Run 1, the clock network:
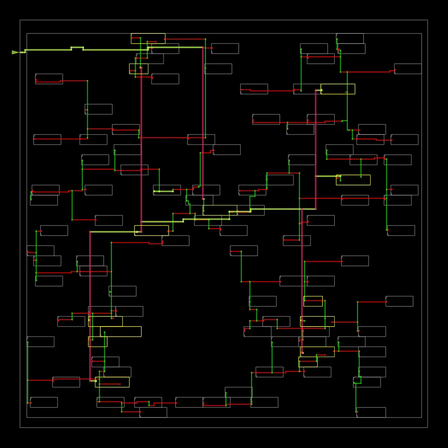
Run 1, sequential cells grouped by signal name:
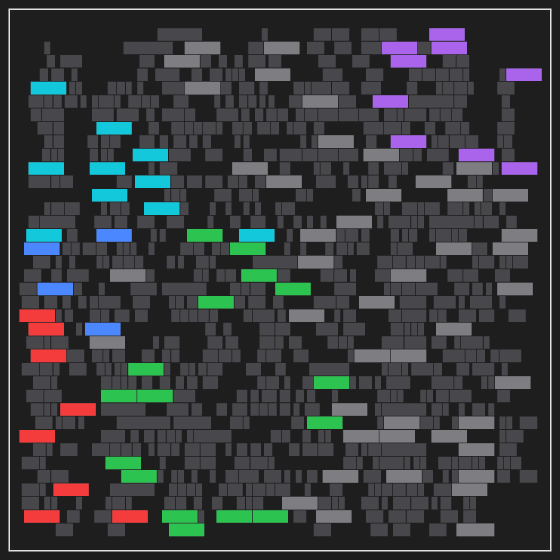
Run 1, cell classes on the final placement:
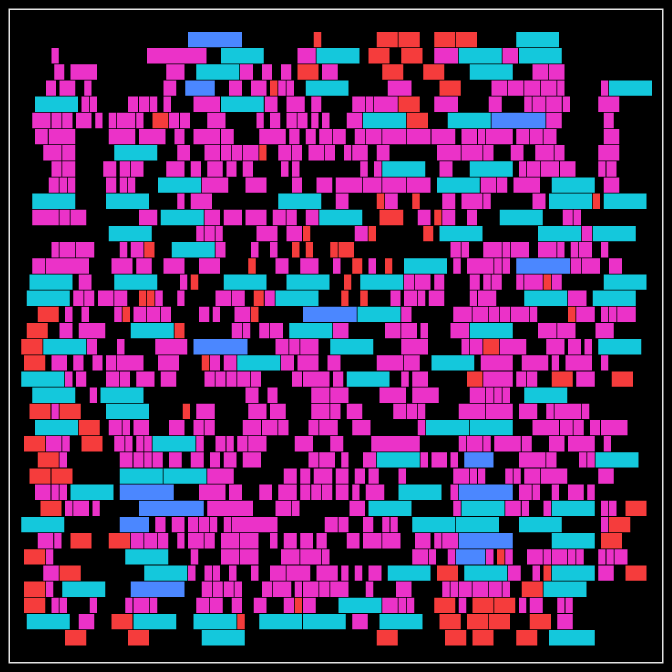
Run 1, routed clock nets over the placement:
The bar under the picture is 20 um long.
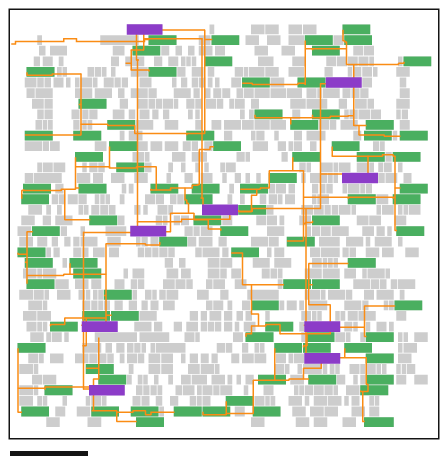
Design write_bank_ctrl, sky130hd; sources not shown.
==> results.yml, run 1 <==
# yosys + openroad results
outcome:
  status: "complete, no violations"
critical_path:
  path_cells: "inv_1 -> ha_1 -> a2111oi_2 -> o311ai_1 -> a211oi_2 -> buf_6 -> clkbuf_4 -> nand2b_2 -> inv_2 -> ha_1 -> a21oi_1 -> o211ai_1 -> o41ai_4 -> a21oi_1 -> mux2i_1 -> nor2_1 -> a311o_1"
  critical_path_class: "flip-flop to flip-flop"
  worst-path-buf-inv: 4
  cp_slowest_cell: "o41ai_4"
  cpPeakStageDelay_ns: 0.48
yosys:
  common_cells: "92 x dfxtp_1, 91 x nand2_1, 46 x nor2_1"
  ys_ff: 92
  synth.cellmix.adderShare_pct: 7.16
  ys_sh_aoi_pct: 19.8
  ys_sh_simple_pct: 27.0
  top_cell_area_share_pct: 32.4
  synthTopLogicFamily: "simple AND/OR/NAND/NOR gates"
  mux_share_pct: 3.21
final_timing:
  hold_viol: 0
  rsz0062_at_grt: "no"
  relSlewSlack_pct: 45.6
  setup_violations: 0
  hold_ws_ns: 0.464
route:
  drt-initial-drc-count: 342
  met2WireLength_um: 7310
  ant_nets: 0
  drc: 0
clock_tree:
  path_clk_slew_ns: 0.06
global_route:
  grt_overflow: 0
  antenna_found_initial: 0
  grt_use_met2_pct: 45.7
  use_met3_pct: 3.73
  grt.total_usage_pct: 28.0
place:
  finalWeightedCongestion: 0.878
  io_buffers: 53
  dp_cells: 898
pwr:
  finalPower_mw: 1.79
  pwr-share-seq_pct: 45.1
  p_sw_mw: 0.451
  power_leader: "sequential cells"
floorplanning:
  chipHeight_um: 110
final_layout:
  fin_cells: 915
  final_nets: 833
Notes on 'the clock network' above:
clock buf count: 13
Skew-Pair Late Insertion Delay: 0.35 ns
CTS Sinks: 92
flop count: 92

Notes on 'sequential cells grouped by signal name' above:
| name in the netlist | colour | flops |
|---|---|---|
| wr_ptr_q | purple | 9 |
| bank_read_sel | blue | 4 |
| count_q | cyan | 10 |
| out_byte | red | 8 |
| rows_out_q | green | 16 |
not coloured: 45
sequential power: 0.808 mW
post-route core utilization: 61.6%
Register Area: 0.00184 mm^2
flop share of the area: 27.3%

Notes on 'cell classes on the final placement' above:
| class | colour | cells | share of their area |
|---|---|---|---|
| remaining buffers and delay cells | red | 93 | 11% |
| clock drivers and dummy loads | blue | 14 | 4.7% |
| sequential cells | cyan | 92 | 28% |
| combinational and other logic | magenta | 576 | 57% |
fin area: 0.00676 mm^2
row count: 38

Notes on 'routed clock nets over the placement' above:
[clock drivers] purple | count: 9
[flip-flops] green | count: 92
[clock wires] orange | length: 1,280 um
flops lie: spread over the die
Clock Power Share: 43.2%
worst clock skew: 0.00879 ns
clk pwr: 0.774 mW

run 1: final cells by class:
cell class	instances	area, um^2	area share, %
Clock inverter	1	30.0	0.444
Clock buffer	13	280	4.15
Timing Repair Buffer	56	553	8.18
Tap cell	140	175	2.59
Inverter	29	109	1.61
Buffer	37	156	2.31
Sequential cell	92	1840	27.3
Multi-Input combinational cell	547	3610	53.5
run 1: cell usage in the layout (no fill, tap or decap), drive strengths merged, types with 6 or more instances in the layout:
master and instances:
dfxtp 92, nand2 91, clkdlybuf4s50 53, nor2 46, a21oi 43, clkbuf 43, o21ai 37, a21boi 34
ha 31, inv 29, nor2b 23, nand3 21, xnor2 20, xor2 16, nand4 15, nor3 14
and2 13, o21a 13, and3 13, nor3b 10, mux2 10, buf 10, nor4 9, or4 8
mux2i 7, o2111ai 6
==> run 1 -> run 2 <==
Settings changed: PLACE_DENSITY_LB_ADDON 0.05 to 0.15, RECOVER_POWER from default to 50.
Run 2, sequential cells grouped by signal name:
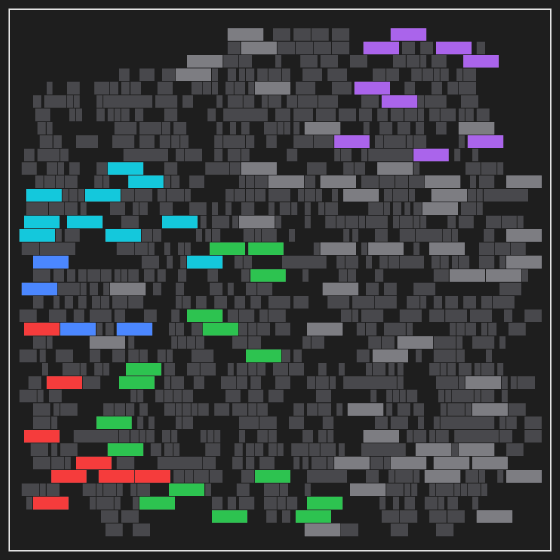
| name in the netlist | colour | flops |
|---|---|---|
| count_q | cyan | 10 |
| out_byte | red | 8 |
| bank_read_sel | blue | 4 |
| rows_out_q | green | 16 |
| wr_ptr_q | purple | 9 |
Register Area: 0.00184 mm^2
sequential power: 0.807 mW
flop share of the area: 27.4%

==> run 2 against run 1 <==
Routed wire length up 1.1%; first-iteration DRC count up 86%; cell count up 0.11%; setup slack better by 0.021 ns; total power up 1.2%; global-route usage up 0.69 points; critical path type unchanged; largest cell class unchanged.
==> results.yml, run 2 <==
# yosys + openroad results
outcome:
  status: "complete, no violations"
place:
  finalWeightedCongestion: 0.922
  io_buffers: 53
clock_tree:
  clock_sinks: 92
  clkLatencyLatePin_ns: 0.35
yosys:
  mux_share_pct: 3.21
  ys_sh_aoi_pct: 19.8
  common_cells: "92 x dfxtp_1, 91 x nand2_1, 46 x nor2_1"
  synth.cellmix.adderShare_pct: 7.16
  ys_ff: 92
  top_cell_area_share_pct: 32.4
  synthTopLogicFamily: "simple AND/OR/NAND/NOR gates"
global_route:
  grt_use_met2_pct: 46.5
  use_met3_pct: 5.57
  grt_overflow: 0
  grt.total_usage_pct: 28.7
  antenna_found_initial: 1
route:
  drc: 0
  met2WireLength_um: 7570
  met1Wirelength_um: 7100
  drt-initial-drc-count: 637
  ant_nets: 0
pwr:
  pwr-share-seq_pct: 44.6
  power_leader: "sequential cells"
  finalPower_mw: 1.81
  clkPwrFrac_pct: 44.0
  clk-power_mw: 0.796
final_timing:
  setup_violations: 0
  fin_worst_skew_ns: 0.00538
  relSlewSlack_pct: 30.6
  hold_viol: 0
  tightestPinTransition_ns: 1.03
final_layout:
  final_cell_mix: "92 x dfxtp_1, 91 x nand2_1, 46 x nor2_1"
  stdcell_area_mm2: 0.00672
  final_nets: 832
  fin_util_pct: 61.2
  lay_top_count: "dfxtp_1"
critical_path:
  worst-path-buf-inv: 4
  critical_path_class: "flip-flop to flip-flop"
  cp_slowest_cell: "dfxtp_1"
  cpPeakStageDelay_ns: 0.48
floorplanning:
  chipHeight_um: 110
  rows: 38
## run 2: cell counts after synthesis
No cell type changed its count.
## run 2: area by class of cell
class / instances / area (um^2)
inverter: 29 / 109
clock buffer: 12 / 246
tap: 140 / 175
multi-input combinational: 547 / 3570
clock inverter: 4 / 72.6
timing repair buffer: 55 / 546
buffer: 37 / 155
fill: 1002 / 4260
sequential: 92 / 1840
## run 2: metrics by stage
| step | std cells | hold slack (ns) |
|---|---|---|
| 5_1_grt | 916 | 0.481 |
| 3_5_place_dp | 898 | 0.460 |
| 3_3_place_gp | 898 | 0.450 |
| 2_1_floorplan | 705 | 0.448 |
| 6_report | 916 | 0.462 |
| 4_1_cts | 915 | 0.470 |
No activity file was given, so power comes from the tool's default toggle rates.
